File: src/rtl/mem_arbiter.sv
`default_nettype none
// ============================================================================
//  Module      : mem_arbiter
//  Description : Two-requester arbiter that shares a single-port data memory
//                between the CPU load/store path and the monitor/debug port.
//                Accesses are serialised through a four-state FSM
//                (IDLE -> ISSUE -> READ -> ACK). Ties are broken round-robin,
//                and each completed access produces a one-cycle ack pulse.
//
//  Ports       :
//    clk        in   system clock, all state updates on rising edge
//    rst        in   synchronous active-high reset
//    cpu_req    in   CPU request, held with stable command until cpu_ack
//    cpu_we     in   CPU write enable (1 = write, 0 = read)
//    cpu_addr   in   CPU word address
//    cpu_wdata  in   CPU write data
//    cpu_ack    out  CPU one-cycle completion pulse
//    cpu_rdata  out  CPU read data, valid with cpu_ack and held afterwards
//    dbg_*           same set of signals for the debug requester
//    mem_addr   out  memory address (registered)
//    mem_we     out  memory write enable (registered, one-cycle pulse)
//    mem_wdata  out  memory write data (registered)
//    mem_rdata  in   memory read data, valid the cycle after addr is sampled
//
//  Revision    : 1.0 - initial release
// ============================================================================
module mem_arbiter #(
    parameter int ADDR_WIDTH = 6,
    parameter int DATA_WIDTH = 16
) (
    input  logic                  clk,
    input  logic                  rst,

    input  logic                  cpu_req,
    input  logic                  cpu_we,
    input  logic [ADDR_WIDTH-1:0] cpu_addr,
    input  logic [DATA_WIDTH-1:0] cpu_wdata,
    output logic                  cpu_ack,
    output logic [DATA_WIDTH-1:0] cpu_rdata,

    input  logic                  dbg_req,
    input  logic                  dbg_we,
    input  logic [ADDR_WIDTH-1:0] dbg_addr,
    input  logic [DATA_WIDTH-1:0] dbg_wdata,
    output logic                  dbg_ack,
    output logic [DATA_WIDTH-1:0] dbg_rdata,

    output logic [ADDR_WIDTH-1:0] mem_addr,
    output logic                  mem_we,
    output logic [DATA_WIDTH-1:0] mem_wdata,
    input  logic [DATA_WIDTH-1:0] mem_rdata
);

    typedef enum logic [1:0] {
        S_IDLE  = 2'd0,
        S_ISSUE = 2'd1,
        S_READ  = 2'd2,
        S_ACK   = 2'd3
    } state_t;

    // Requester identifiers used for grant and last_grant.
    localparam logic c_GRANT_CPU = 1'b0;
    localparam logic c_GRANT_DBG = 1'b1;

    state_t                r_state_q,      w_state_d;
    logic                  r_grant_q,      w_grant_d;
    logic                  r_last_grant_q, w_last_grant_d;
    logic                  r_is_write_q,   w_is_write_d;
    logic [ADDR_WIDTH-1:0] r_mem_addr_q,   w_mem_addr_d;
    logic                  r_mem_we_q,     w_mem_we_d;
    logic [DATA_WIDTH-1:0] r_mem_wdata_q,  w_mem_wdata_d;
    logic                  r_cpu_ack_q,    w_cpu_ack_d;
    logic                  r_dbg_ack_q,    w_dbg_ack_d;
    logic [DATA_WIDTH-1:0] r_cpu_rdata_q,  w_cpu_rdata_d;
    logic [DATA_WIDTH-1:0] r_dbg_rdata_q,  w_dbg_rdata_d;
    logic                  w_pick_dbg;

    // ------------------------------------------------------------------
    // Next-state and datapath logic
    // ------------------------------------------------------------------
    always_comb begin
        w_state_d      = r_state_q;
        w_grant_d      = r_grant_q;
        w_last_grant_d = r_last_grant_q;
        w_is_write_d   = r_is_write_q;
        w_mem_addr_d   = r_mem_addr_q;
        w_mem_we_d     = 1'b0;          // write strobe only ever lasts ISSUE
        w_mem_wdata_d  = r_mem_wdata_q;
        w_cpu_ack_d    = 1'b0;
        w_dbg_ack_d    = 1'b0;
        w_cpu_rdata_d  = r_cpu_rdata_q;
        w_dbg_rdata_d  = r_dbg_rdata_q;

        // Debug wins when it is alone, or on a tie when the CPU was the
        // most recent winner.
        w_pick_dbg = dbg_req && (!cpu_req || (r_last_grant_q == c_GRANT_CPU));

        case (r_state_q)
            S_IDLE: begin
                if (cpu_req || dbg_req) begin
                    w_grant_d      = w_pick_dbg;
                    w_last_grant_d = w_pick_dbg;
                    w_is_write_d   = w_pick_dbg ? dbg_we    : cpu_we;
                    w_mem_we_d     = w_pick_dbg ? dbg_we    : cpu_we;
                    w_mem_addr_d   = w_pick_dbg ? dbg_addr  : cpu_addr;
                    w_mem_wdata_d  = w_pick_dbg ? dbg_wdata : cpu_wdata;
                    w_state_d      = S_ISSUE;
                end
            end

            S_ISSUE: begin
                w_state_d = S_READ;
            end

            S_READ: begin
                // mem_rdata is valid now; capture it together with raising
                // ack so both appear in the ACK cycle.
                if (r_grant_q == c_GRANT_DBG) begin
                    w_dbg_ack_d = 1'b1;
                    if (!r_is_write_q) begin
                        w_dbg_rdata_d = mem_rdata;
                    end
                end else begin
                    w_cpu_ack_d = 1'b1;
                    if (!r_is_write_q) begin
                        w_cpu_rdata_d = mem_rdata;
                    end
                end
                w_state_d = S_ACK;
            end

            S_ACK: begin
                w_state_d = S_IDLE;
            end

            default: begin
                w_state_d = S_IDLE;
            end
        endcase
    end

    // ------------------------------------------------------------------
    // State registers
    // ------------------------------------------------------------------
    always_ff @(posedge clk) begin
        if (rst) begin
            r_state_q      <= S_IDLE;
            r_grant_q      <= c_GRANT_CPU;
            r_last_grant_q <= c_GRANT_DBG;  // CPU wins the first tie
            r_is_write_q   <= 1'b0;
            r_mem_addr_q   <= '0;
            r_mem_we_q     <= 1'b0;
            r_mem_wdata_q  <= '0;
            r_cpu_ack_q    <= 1'b0;
            r_dbg_ack_q    <= 1'b0;
            r_cpu_rdata_q  <= '0;
            r_dbg_rdata_q  <= '0;
        end else begin
            r_state_q      <= w_state_d;
            r_grant_q      <= w_grant_d;
            r_last_grant_q <= w_last_grant_d;
            r_is_write_q   <= w_is_write_d;
            r_mem_addr_q   <= w_mem_addr_d;
            r_mem_we_q     <= w_mem_we_d;
            r_mem_wdata_q  <= w_mem_wdata_d;
            r_cpu_ack_q    <= w_cpu_ack_d;
            r_dbg_ack_q    <= w_dbg_ack_d;
            r_cpu_rdata_q  <= w_cpu_rdata_d;
            r_dbg_rdata_q  <= w_dbg_rdata_d;
        end
    end

    assign mem_addr  = r_mem_addr_q;
    assign mem_we    = r_mem_we_q;
    assign mem_wdata = r_mem_wdata_q;
    assign cpu_ack   = r_cpu_ack_q;
    assign dbg_ack   = r_dbg_ack_q;
    assign cpu_rdata = r_cpu_rdata_q;
    assign dbg_rdata = r_dbg_rdata_q;

endmodule
`default_nettype wire

File: config.mk
export PLATFORM = sky130hd
export DESIGN_NAME = mem_arbiter
export DESIGN_NICKNAME = d
export VERILOG_FILES = /design/src/rtl/mem_arbiter.sv
export SDC_FILE = /design/constraint.sdc
export NUM_CORES = 1
export LEC_CHECK = 0
export CAP_MARGIN = 5
export CORE_MARGIN = 2
export CORE_UTILIZATION = 40
export CTS_CLUSTER_SIZE = 20
export DETAILED_ROUTE_END_ITERATION = 16
export GPL_ROUTABILITY_DRIVEN = 0
export MAX_ROUTING_LAYER = met4
export PLACE_DENSITY = 0.8
export SYNTH_ARGS = -nofsm -noshare
export SYNTH_HDL_FRONTEND = slang
export SYNTH_SLANG_ARGS = --single-unit
File: constraint.sdc
create_clock -name clk -period 1.7 [get_ports clk]
set_input_delay 0.51 -clock clk [delete_from_list [all_inputs] [get_ports clk]]
set_output_delay 0.51 -clock clk [all_outputs]
set_load 0.02 [all_outputs]
**Routed clock nets over the placement**

Scale: 6 px per µm.
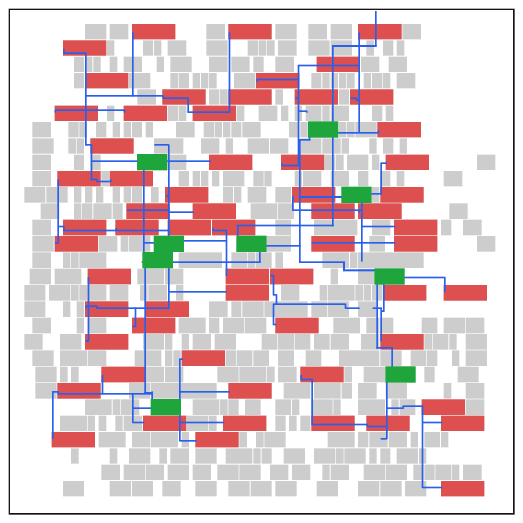
- clock-net drivers: green (count 9)
- clock wires: blue (length 749 µm)
- flip-flops: red (count 62)
- routed clock nets: 10
Clock Latency Late Sink: 340 ps
skew final: 12.2 ps
Clock Power Share: 0.255
clock network power: 1.47 mW

**Supply network**

Scale: 6 px per µm. Pins as bars on the die edge.
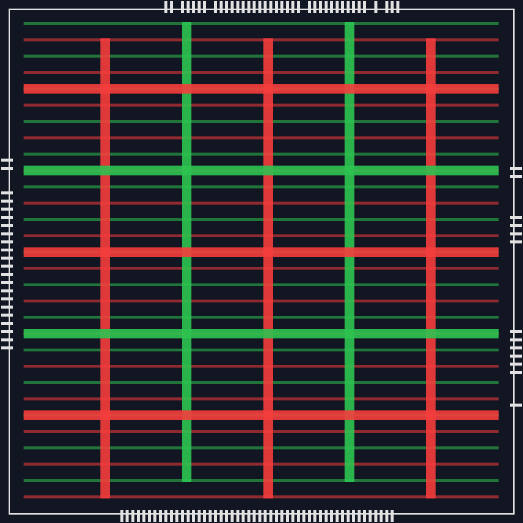
- VDD: green
- VSS: red
- met5 straps: 5
- met1 rails: 30
Peak VDD IR: 0.962 mV
core area: 0.00624 mm²
Chip Width: 83.9 µm

**Routing congestion**

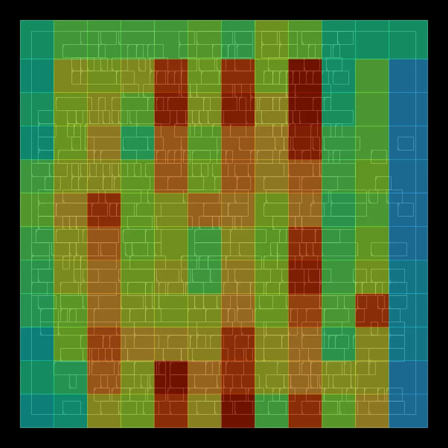
WL/cell: 13.9 µm
M2 GR Usage: 0.353
met1 Resource Use GR: 0.247
met3 Use GR: 0.0356
GR peak layer: met2

[area by class of cell]
cell class                 count  area share
multi-input combinational    212       0.293
inverter                       2     0.00184
timing repair buffer         139       0.321
clock inverter                 6      0.0230
sequential                    62       0.304
tap                           77      0.0236
clock buffer                  10      0.0337
[critical path, cell delays in order]
cell and delay [ps]:
clkdlybuf4s50_1 580, a21boi_4 230, buf_4 180, a21oi_1 80, a211oi_1 250
[kinds of logic (layout without fill, tap and decap cells)]
kind of cell	count (synthesis)	count (layout)	share of synthesized area
simple gates	122	122	0.195
compound gates	85	85	0.247
flops	62	62	0.487
buf+inv	24	157	0.0486
fa+ha+maj	3	3	0.0147
mux	2	2	0.00785
[timing repair]
item,CTS,global route
setup endpoints to repair,57,33
hold buffers,0,0
resized,57,3
==> results.json <==
{
  "maxUsedRoutingLayer": "met4",
  "vias": 2516,
  "drt-initial-drc-count": 94,
  "htreeDepth": 3,
  "die_area_mm2": 0.00703,
  "cp.arrival_ps": 1840,
  "fin_ws_ps": 105,
  "path_max_fanout": 8,
  "stdcell_area_mm2": 0.00408,
  "topCellsByArea": "dfxtp_1 (49%), nand2_1 (13%), a21oi_1 (9.0%), a211oi_2 (8.8%), nor2_1 (4.0%)",
  "post_dp_cell_area_mm2": 0.00391,
  "final_cell_mix": "nand2_1 (86), clkdlybuf4s50_1 (64), dfxtp_1 (62)",
  "ys_warn_count": 0,
  "r2r_setup_slack_ps": 210,
  "hold_slack_ps": 452,
  "cts_made_buffers": 9,
  "top_power_group": "combinational logic",
  "grt_max_degree": 33,
  "drt-pass1-iter-count": 4,
  "final.setup.tns_ps": 0,
  "fill_cells": 540,
  "r2r_end": "cpu_rdata[1]",
  "layout_top_cell": "nand2_1",
  "p_comb_mw": 2.33,
  "route.detailed.drc": 0,
  "wl_met3_um": 263,
  "fin_crit_ps": 1600,
  "cts-root-to-sink-buffers": 2,
  "status": "finished clean",
  "nets": 495,
  "final_util": 0.654,
  "hp-class": "flop to flop",
  "slew_violations": 0,
  "post-place-ws_ps": -241,
  "startpoint": "dbg_req",
  "fmax_ghz": 0.627,
  "cts_setup_buffers": 0,
  "p_sw_mw": 2.11
}
Power and IR drop assume default switching activity.
